<file path="config.mk">
export PLATFORM = sky130hd
export DESIGN_NAME = plcp_framer
export DESIGN_NICKNAME = d
export VERILOG_FILES = /design/src/rtl/plcp_pkg.sv /design/src/rtl/plcp_lfsr7.sv /design/src/rtl/plcp_framer.sv
export SDC_FILE = /design/constraint.sdc
export NUM_CORES = 1
export LEC_CHECK = 0
export CORE_MARGIN = 2
export CORE_UTILIZATION = 45
export CTS_CLUSTER_SIZE = 16
export DETAILED_ROUTE_END_ITERATION = 10
export SLEW_MARGIN = 20
export SYNTH_ARGS = -nofsm -noshare
export SYNTH_HDL_FRONTEND = slang
export SYNTH_SLANG_ARGS = --single-unit
</file>
<file path="constraint.sdc">
create_clock -name Clock -period 3.2 [get_ports Clock]
set_input_delay 0.32 -clock Clock [delete_from_list [all_inputs] [get_ports Clock]]
set_output_delay 0.32 -clock Clock [all_outputs]
set_load 0.01 [all_outputs]
</file>
<file path="src/rtl/plcp_pkg.sv">
`default_nettype none
// ============================================================================
// Module      : plcp_pkg
// Description : Shared types and constants for the PLCP framer: FSM state
//               encoding, SIGNAL RATE codes, N_DBPS lookup, field lengths and
//               the preamble bit pattern.
// Revision    : 1.0 - initial release
// ============================================================================
package plcp_pkg;

  typedef enum logic [3:0] {
    ST_IDLE       = 4'd0,
    ST_PREAMBLE   = 4'd1,
    ST_SIG_RATE   = 4'd2,
    ST_SIG_RSVD   = 4'd3,
    ST_SIG_LEN    = 4'd4,
    ST_SIG_PARITY = 4'd5,
    ST_SIG_TAIL   = 4'd6,
    ST_SERVICE    = 4'd7,
    ST_PSDU       = 4'd8,
    ST_DTAIL      = 4'd9,
    ST_PAD        = 4'd10
  } plcp_state_t;

  // SIGNAL RATE codes, written R1..R4 from MSB to LSB
  localparam logic [3:0] RATE_6M  = 4'b1101;
  localparam logic [3:0] RATE_9M  = 4'b1111;
  localparam logic [3:0] RATE_12M = 4'b0101;
  localparam logic [3:0] RATE_18M = 4'b0111;
  localparam logic [3:0] RATE_24M = 4'b1001;
  localparam logic [3:0] RATE_36M = 4'b1011;
  localparam logic [3:0] RATE_48M = 4'b0001;
  localparam logic [3:0] RATE_54M = 4'b0011;

  localparam int RATE_BITS    = 4;
  localparam int SERVICE_BITS = 16;
  localparam int TAIL_BITS    = 6;

  // Preamble alternates 1,0,...; indexed by the LSB of the bit counter
  localparam logic [1:0] PREAMBLE_PATTERN = 2'b01;

  // Data bits per OFDM symbol; 0 flags an unsupported RATE code
  function automatic logic [7:0] ndbps_of(input logic [3:0] rate);
    case (rate)
      RATE_6M:  ndbps_of = 8'd24;
      RATE_9M:  ndbps_of = 8'd36;
      RATE_12M: ndbps_of = 8'd48;
      RATE_18M: ndbps_of = 8'd72;
      RATE_24M: ndbps_of = 8'd96;
      RATE_36M: ndbps_of = 8'd144;
      RATE_48M: ndbps_of = 8'd192;
      RATE_54M: ndbps_of = 8'd216;
      default:  ndbps_of = 8'd0;
    endcase
  endfunction

endpackage
`default_nettype wire

</file>
<file path="src/rtl/plcp_lfsr7.sv">
`default_nettype none
// ============================================================================
// Module      : plcp_lfsr7
// Description : x^7+x^4+1 additive scrambler sequence generator. 'out' is the
//               current key bit; 'load' reseeds, 'step' advances one bit.
// Revision    : 1.0 - initial release
// ============================================================================
module plcp_lfsr7 #(
  parameter logic [6:0] SEED = 7'h7F
) (
  input  logic clk,
  input  logic rst_n,
  input  logic load,
  input  logic step,
  output logic out
);

  // state[0] is the most recent feedback bit, state[6] the oldest
  logic [6:0] state;

  assign out = state[6] ^ state[3];

  // Reseed on load, otherwise shift the feedback bit in on each step
  always_ff @(posedge clk) begin
    if (!rst_n) begin
      state <= SEED;
    end else if (load) begin
      state <= SEED;
    end else if (step) begin
      state <= {state[5:0], out};
    end
  end

endmodule
`default_nettype wire

</file>
<file path="src/rtl/plcp_framer.sv">
`default_nettype none
// ============================================================================
// Module      : plcp_framer
// Description : Serial PLCP frame builder: preamble, SIGNAL field, SERVICE,
//               PSDU pass-through, data tail and pad to a whole number of
//               OFDM symbols, with valid/ready handshakes on both sides.
//               Optional build macro PLCP_FRAMER_SCRAMBLER_EN enables the
//               internal data-field scrambler.
// Revision    : 1.0 - initial release
// ============================================================================
module plcp_framer
  import plcp_pkg::*;
#(
  parameter int         PREAMBLE_BITS = 96,
  parameter int         LEN_W         = 12,
  parameter logic [6:0] SCR_SEED      = 7'h7F
) (
  input  logic             Clock,
  input  logic             Reset,
  input  logic             Start,
  input  logic [3:0]       Rate,
  input  logic [LEN_W-1:0] Length,
  input  logic             In_Data,
  input  logic             In_Valid,
  output logic             In_Ready,
  output logic             Out_Bit,
  output logic             Out_Valid,
  input  logic             Out_Ready,
  output logic             Out_Coded,
  output logic             Out_Scrambled,
  output logic             Busy,
  output logic             Done,
  output logic             Err
);

  // One shared bit counter, wide enough for the PSDU (8*Length, no wrap),
  // the preamble and the 16-bit SERVICE field
  localparam int PSDU_W = LEN_W + 3;
  localparam int PRE_W  = (PREAMBLE_BITS > 2) ? $clog2(PREAMBLE_BITS) : 1;
  localparam int CNT_A  = (PSDU_W > PRE_W) ? PSDU_W : PRE_W;
  localparam int CNT_W  = (CNT_A > 5) ? CNT_A : 5;

  localparam logic [CNT_W-1:0] PRE_LAST  = CNT_W'(PREAMBLE_BITS - 1);
  localparam logic [CNT_W-1:0] RATE_LAST = CNT_W'(RATE_BITS - 1);
  localparam logic [CNT_W-1:0] LEN_LAST  = CNT_W'(LEN_W - 1);
  localparam logic [CNT_W-1:0] SVC_LAST  = CNT_W'(SERVICE_BITS - 1);
  localparam logic [CNT_W-1:0] TAIL_LAST = CNT_W'(TAIL_BITS - 1);

  plcp_state_t      state;
  logic [CNT_W-1:0] cnt;
  logic [7:0]       sym_cnt;
  logic [3:0]       rate_q;
  logic [LEN_W-1:0] len_q;
  logic [7:0]       ndbps_q;
  logic             busy_q;
  logic             done_q;
  logic             err_q;

  logic             xfer;
  logic             scr_tag;
  logic             src_bit;
  logic [7:0]       start_ndbps;
  logic [7:0]       sym_next;
  logic [CNT_W-1:0] psdu_last;
  logic [LEN_W-1:0] len_shift;
  logic [3:0]       rate_shift;

  assign start_ndbps = ndbps_of(Rate);
  assign psdu_last   = CNT_W'({len_q, 3'b000}) - CNT_W'(1);
  assign sym_next    = (sym_cnt == ndbps_q - 8'd1) ? 8'd0 : sym_cnt + 8'd1;
  assign len_shift   = len_q >> cnt;
  assign rate_shift  = rate_q << cnt[1:0];

  // Handshake and segment tags decoded from the current state
  always_comb begin
    Out_Valid     = 1'b0;
    In_Ready      = 1'b0;
    Out_Coded     = 1'b0;
    scr_tag       = 1'b0;
    src_bit       = 1'b0;
    case (state)
      ST_IDLE: ;
      ST_PREAMBLE: begin
        Out_Valid = 1'b1;
        src_bit   = PREAMBLE_PATTERN[cnt[0]];
      end
      ST_SIG_RATE: begin
        Out_Valid = 1'b1;
        Out_Coded = 1'b1;
        src_bit   = rate_shift[3];
      end
      ST_SIG_LEN: begin
        Out_Valid = 1'b1;
        Out_Coded = 1'b1;
        src_bit   = len_shift[0];
      end
      ST_SIG_PARITY: begin
        Out_Valid = 1'b1;
        Out_Coded = 1'b1;
        src_bit   = (^rate_q) ^ (^len_q);
      end
      ST_SIG_RSVD, ST_SIG_TAIL: begin
        Out_Valid = 1'b1;
        Out_Coded = 1'b1;
      end
      ST_PSDU: begin
        Out_Valid = In_Valid;
        In_Ready  = Out_Ready;
        Out_Coded = 1'b1;
        scr_tag   = 1'b1;
        src_bit   = In_Data;
      end
      ST_SERVICE, ST_DTAIL, ST_PAD: begin
        Out_Valid = 1'b1;
        Out_Coded = 1'b1;
        scr_tag   = 1'b1;
      end
      default: ;
    endcase
  end

  assign xfer          = Out_Valid & Out_Ready;
  assign Out_Scrambled = scr_tag;
  assign Busy          = busy_q;
  assign Done          = done_q;
  assign Err           = err_q;

`ifdef PLCP_FRAMER_SCRAMBLER_EN
  logic scr_key;
  logic scr_load;
  logic scr_step;

  // Reseed as the last SIGNAL tail bit leaves, so SERVICE starts fresh
  assign scr_load = (state == ST_SIG_TAIL) && xfer && (cnt == TAIL_LAST);
  assign scr_step = scr_tag && xfer;

  plcp_lfsr7 #(
    .SEED (SCR_SEED)
  ) u_lfsr (
    .clk   (Clock),
    .rst_n (Reset),
    .load  (scr_load),
    .step  (scr_step),
    .out   (scr_key)
  );

  // Tail bits are zeroed after scrambling so the decoder trellis terminates
  assign Out_Bit = (state == ST_DTAIL) ? 1'b0 : (src_bit ^ (scr_tag & scr_key));
`else
  logic unused_seed;
  assign unused_seed = ^SCR_SEED;
  assign Out_Bit     = src_bit;
`endif

  // Frame sequencer: advances one bit per output transfer
  always_ff @(posedge Clock) begin
    if (!Reset) begin
      state   <= ST_IDLE;
      cnt     <= '0;
      sym_cnt <= '0;
      rate_q  <= '0;
      len_q   <= '0;
      ndbps_q <= '0;
      busy_q  <= 1'b0;
      done_q  <= 1'b0;
      err_q   <= 1'b0;
    end else begin
      done_q <= 1'b0;
      err_q  <= 1'b0;
      if (state == ST_IDLE) begin
        if (Start) begin
          if ((start_ndbps == 8'd0) || (Length == '0)) begin
            err_q <= 1'b1;
          end else begin
            rate_q  <= Rate;
            len_q   <= Length;
            ndbps_q <= start_ndbps;
            cnt     <= '0;
            sym_cnt <= '0;
            busy_q  <= 1'b1;
            state   <= ST_PREAMBLE;
          end
        end
      end else if (xfer) begin
        cnt <= cnt + CNT_W'(1);
        if (scr_tag) begin
          sym_cnt <= sym_next;
        end
        case (state)
          ST_PREAMBLE:
            if (cnt == PRE_LAST) begin
              state <= ST_SIG_RATE;
              cnt   <= '0;
            end
          ST_SIG_RATE:
            if (cnt == RATE_LAST) begin
              state <= ST_SIG_RSVD;
              cnt   <= '0;
            end
          ST_SIG_RSVD: begin
            state <= ST_SIG_LEN;
            cnt   <= '0;
          end
          ST_SIG_LEN:
            if (cnt == LEN_LAST) begin
              state <= ST_SIG_PARITY;
              cnt   <= '0;
            end
          ST_SIG_PARITY: begin
            state <= ST_SIG_TAIL;
            cnt   <= '0;
          end
          ST_SIG_TAIL:
            if (cnt == TAIL_LAST) begin
              state <= ST_SERVICE;
              cnt   <= '0;
            end
          ST_SERVICE:
            if (cnt == SVC_LAST) begin
              state <= ST_PSDU;
              cnt   <= '0;
            end
          ST_PSDU:
            if (cnt == psdu_last) begin
              state <= ST_DTAIL;
              cnt   <= '0;
            end
          ST_DTAIL:
            if (cnt == TAIL_LAST) begin
              cnt <= '0;
              if (sym_next == 8'd0) begin
                state   <= ST_IDLE;
                sym_cnt <= '0;
                busy_q  <= 1'b0;
                done_q  <= 1'b1;
              end else begin
                state <= ST_PAD;
              end
            end
          ST_PAD:
            if (sym_next == 8'd0) begin
              state   <= ST_IDLE;
              cnt     <= '0;
              sym_cnt <= '0;
              busy_q  <= 1'b0;
              done_q  <= 1'b1;
            end
          default: begin
            state  <= ST_IDLE;
            busy_q <= 1'b0;
          end
        endcase
      end
    end
  end

endmodule
`default_nettype wire

</file>
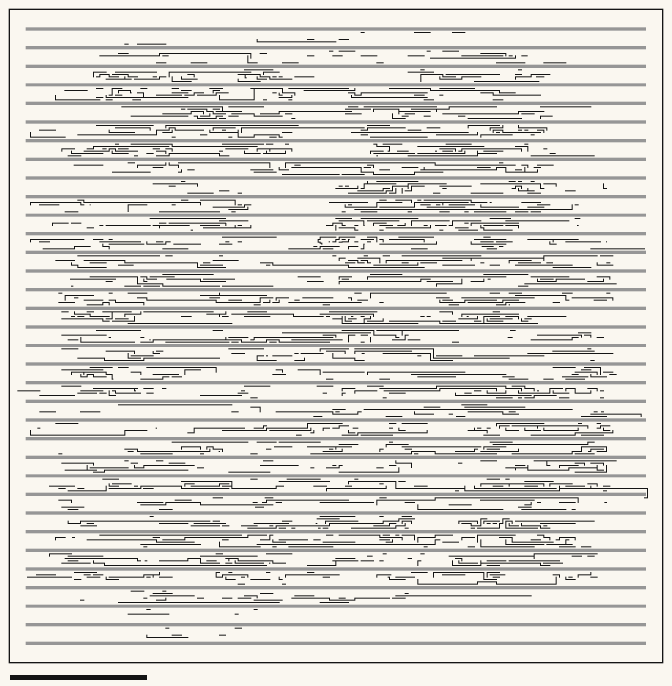
Figure 1: run 1, the metal 1 layer.
Scale bar: 20 microns. Supply wires on this layer in gray.
main direction: horizontal
longest straight run: 31.7 microns
nets with wire on the layer: 495
share of all routed wire: 48%
wire length on this layer: 4440 microns

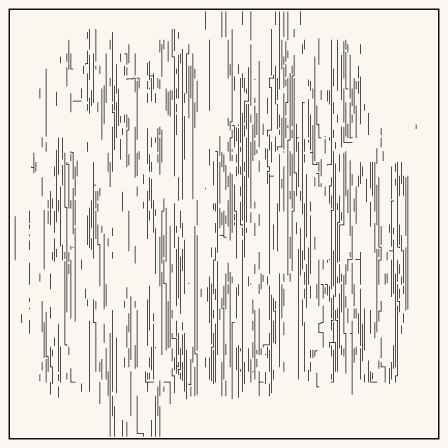
Figure 2: run 1, signal wires on met2.
share of all routed wire: 47%
nets with wire on the layer: 422

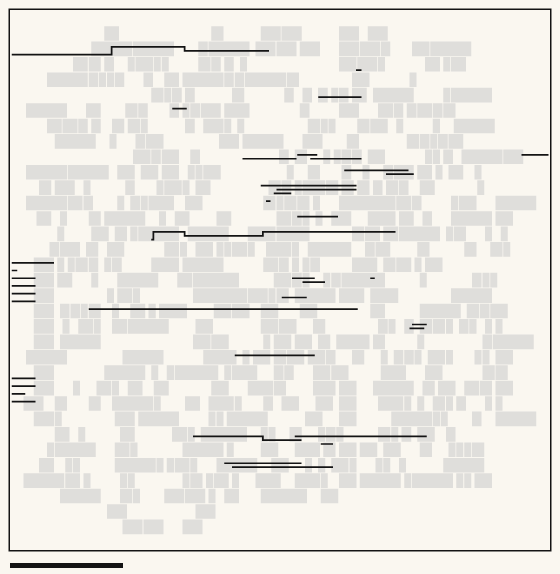
Figure 3: run 1, signal wires on met3.
Scale bar: 20 microns.
longest straight run: 47.2 microns
nets with wire on the layer: 34
wire length on this layer: 374 microns
main direction: horizontal

==> impl_metrics.py, run 1 <==
# Auto-generated metrics
metrics = {
    "floorplanning": {
        "die_area_sq_um": 9070,
        "dieHeight_microns": 95.3,
        "rows": 33,
    },
    "timing": {
        "period_minus_slack_ns": 2.92,
        "relSlewSlack_pct": 58.9,
        "rsz0062_at_grt": "no",
        "fin_crit_sh_pct": 91.3,
    },
    "job": {
        "tool_warnings": 28,
    },
    "global_routing": {
        "busiest_layer": "met2",
        "grt_pass1_wl_microns": 15300,
        "grtUsageTotal_pct": 21.4,
        "grtUsageMet2_pct": 35.7,
        "grt_max_degree": 25,
    },
    "worst_setup_path": {
        "worstSetupEndpoint": "Out_Bit",
        "cpLargestDelayFamily": "multiplexers",
        "crit_required_ns": 2.88,
    },
    "layout": {
        "nFillCells": 834,
        "nMultiInputCombCells": 385,
        "sh_comb_area_pct": 59.0,
        "nClkBuffers": 6,
        "final_core_util_pct": 51.5,
        "layout-drive-gt1-share_pct": 7.30,
        "syn_to_final_growth_pct": 11.7,
        "clockNetworkAreaShare_pct": 2.12,
        "buffer_area_share_pct": 8.73,
        "seq_share_pct": 25.0,
    },
    "synthesis": {
        "yosysUniqueCellTypes": 62,
        "logic_family": "simple AND/OR/NAND/NOR gates",
        "synth.cell_area_sq_um": 3750,
        "ys_ff": 52,
        "top_cell": "nand2_1",
        "synth_nets": 525,
        "syn_area_per_cell_sq_um": 7.60,
        "async_flop_share_pct": 0,
        "ys_sh_aoi_pct": 20.7,
    },
    "hold_path": {
        "hold_path.class": "flop to flop",
    },
    "place": {
        "routabilityCongestion": 0.900,
        "dp.cells": 604,
        "dp_hpwl_microns": 6910,
    },
    "route": {
        "via_count": 3446,
        "top_layer": "met4",
        "wirelength_met1_microns": 4440,
    },
    "outcome": {
        "status": "complete, no violations",
    },
    "power": {
        "irDropWorstVdd_uv": 176,
        "p_seq_share_pct": 50.0,
    },
    "clocking": {
        "clkSinkCount": 52,
    },
}
==> run 1 -> run 2 <==
--- a/config.mk
+++ b/config.mk
@@ -6,9 +6,10 @@
 export NUM_CORES = 1
 export LEC_CHECK = 0
 export CORE_MARGIN = 2
-export CORE_UTILIZATION = 45
+export CORE_UTILIZATION = 59
 export CTS_CLUSTER_SIZE = 16
 export DETAILED_ROUTE_END_ITERATION = 10
+export PLACE_DENSITY = 0.81
 export SLEW_MARGIN = 20
 export SYNTH_ARGS = -nofsm -noshare
 export SYNTH_HDL_FRONTEND = slang
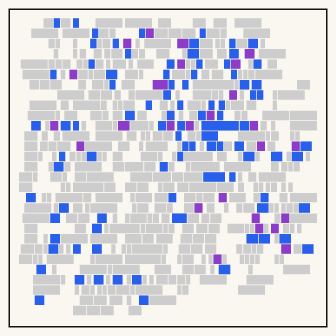
Figure 4: run 2, selected gate families.
| family | color | cells | most used |
|---|---|---|---|
| aoi and oai cells | blue | 90 | o21ai_0 |
| and/or cells | purple | 26 | and2_1 |

==> impl_metrics.py, run 2 <==
# Auto-generated metrics
metrics = {
    "outcome": {
        "status": "complete, no violations",
    },
    "route": {
        "via_count": 3526,
        "wirelength_met1_microns": 4010,
        "top_layer": "met4",
    },
    "layout": {
        "syn_to_final_growth_pct": 11.1,
        "nClkBuffers": 5,
        "layout-drive-gt1-share_pct": 7.11,
        "sh_comb_area_pct": 59.3,
        "clockNetworkAreaShare_pct": 2.67,
        "nFillCells": 533,
        "buffer_area_share_pct": 8.59,
        "final_core_util_pct": 66.7,
    },
    "clocking": {
        "clkSinkCount": 52,
    },
    "global_routing": {
        "grtUsageTotal_pct": 25.8,
        "grtUsageMet2_pct": 43.3,
        "busiest_layer": "met2",
        "grt_pass1_wl_microns": 15200,
    },
    "power": {
        "p_seq_share_pct": 47.9,
        "irDropWorstVdd_uv": 227,
        "p_clk_mw": 0.465,
    },
    "timing": {
        "rsz0062_at_grt": "no",
        "period_minus_slack_ns": 2.94,
        "fin_crit_sh_pct": 91.7,
        "relSlewSlack_pct": 64.6,
    },
    "synthesis": {
        "ys_sh_aoi_pct": 20.7,
        "edf_count": 0,
        "top_cell": "nand2_1",
        "syn_area_per_cell_sq_um": 7.60,
        "logic_family": "simple AND/OR/NAND/NOR gates",
        "flop_cell": "dfxtp_1",
        "async_flop_share_pct": 0,
        "synth.cell_area_sq_um": 3750,
        "yosysUniqueCellTypes": 62,
    },
    "place": {
        "dp_hpwl_microns": 6500,
        "dp.cells": 575,
    },
    "worst_setup_path": {
        "cpLargestDelayFamily": "XOR/XNOR gates",
        "path_cells": "inv_1 -> ha_1 -> xnor2_1 -> xnor2_1 -> xnor2_1 -> xnor2_1 -> a31oi_1 -> o21ai_0 -> clkdlybuf4s50_1",
        "crit_required_ns": 2.88,
    },
    "floorplanning": {
        "rows": 29,
        "coreArea_sq_um": 6240,
        "die_area_sq_um": 7000,
    },
    "job": {
        "tool_warnings": 28,
    },
    "hold_path": {
        "hold_path.class": "flop to flop",
    },
}
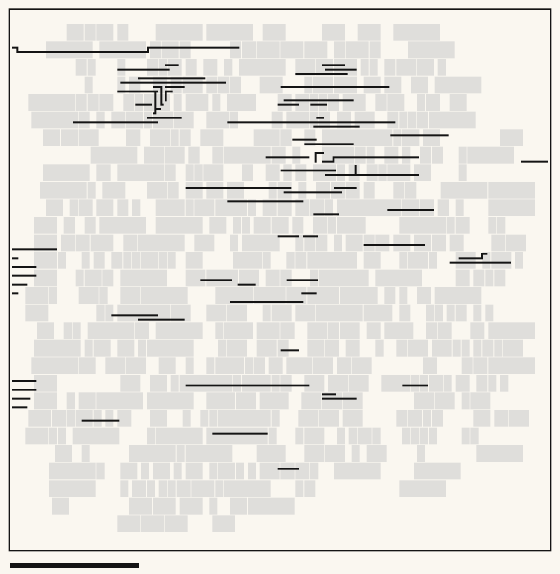
Figure 5: run 2, signal wires on met3.
Scale bar: 20 microns.
wire length on this layer: 460 microns
nets with wire on the layer: 53
main direction: horizontal
share of all routed wire: 5.2%
longest straight run: 25.8 microns

==> run 2 -> run 3 <==
--- a/config.mk
+++ b/config.mk
@@ -5,6 +5,7 @@
 export SDC_FILE = /design/constraint.sdc
 export NUM_CORES = 1
 export LEC_CHECK = 0
+export CORE_ASPECT_RATIO = 0.6
 export CORE_MARGIN = 2
 export CORE_UTILIZATION = 59
 export CTS_CLUSTER_SIZE = 16
==> impl_metrics.py, run 3 <==
# Auto-generated metrics
metrics = {
    "place": {
        "dp.cells": 582,
        "routabilityCongestion": 0.938,
    },
    "synthesis": {
        "synth.cell_area_sq_um": 3750,
        "top_cell": "nand2_1",
        "yosysUniqueCellTypes": 62,
        "ys_sh_aoi_pct": 20.7,
        "synth_nets": 525,
        "ys_ff": 52,
        "logic_family": "simple AND/OR/NAND/NOR gates",
        "edf_count": 0,
    },
    "worst_setup_path": {
        "path_cells": "mux4_2 -> mux2i_1 -> nor2_1 -> a31oi_1 -> nor3b_1 -> a31oi_1 -> o21ai_0 -> clkdlybuf4s50_1",
        "worstSetupEndpoint": "Out_Bit",
        "cpLargestDelayFamily": "multiplexers",
    },
    "timing": {
        "fin_crit_sh_pct": 96.0,
        "rsz0062_at_grt": "no",
        "period_minus_slack_ns": 3.07,
    },
    "layout": {
        "lay_top_cells": "89 x nand2_1, 50 x dfxtp_1, 31 x xnor2_1",
        "buffer_area_share_pct": 8.58,
        "syn_to_final_growth_pct": 11.4,
        "nMultiInputCombCells": 385,
        "clockNetworkAreaShare_pct": 2.67,
        "final_core_util_pct": 68.0,
        "layout-drive-gt1-share_pct": 7.11,
        "sh_comb_area_pct": 59.2,
        "nFillCells": 514,
    },
    "global_routing": {
        "grt_pass1_wl_microns": 15900,
        "busiest_layer": "met1",
        "grtUsageTotal_pct": 28.6,
        "grt_max_degree": 27,
        "grtUsageMet2_pct": 41.8,
    },
    "outcome": {
        "status": "complete, no violations",
    },
    "clocking": {
        "clkSinkCount": 52,
    },
    "floorplanning": {
        "dieHeight_microns": 65.7,
        "rows": 22,
        "coreArea_sq_um": 6140,
    },
    "route": {
        "top_layer": "met4",
    },
    "job": {
        "tool_warnings": 28,
    },
    "power": {
        "p_seq_share_pct": 47.1,
        "irDropWorstVdd_uv": 212,
    },
    "hold_path": {
        "hold_path.class": "flop to flop",
    },
}
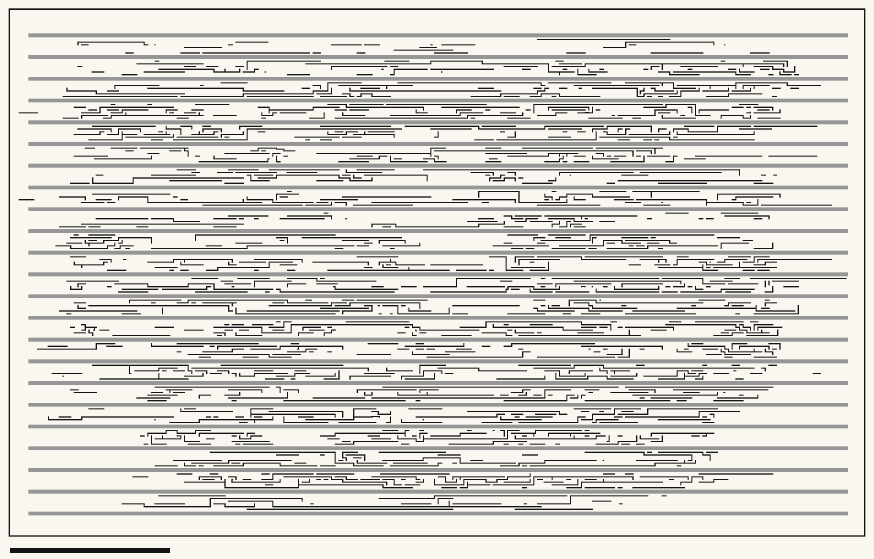
Figure 6: run 3, the metal 1 layer.
Scale bar: 20 microns. Supply wires on this layer in gray.
vias: 3577
drt total wl: 9440 microns
met1 Use GR: 43.3%

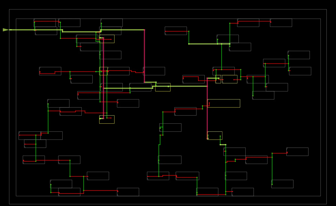
Figure 7: run 3, the clock network.
Latency at later pin: 0.32 ns
Power Clock: 0.473 mW
Clock Buffer Count: 5

No activity file was given, so power comes from the tool's default toggle rates.
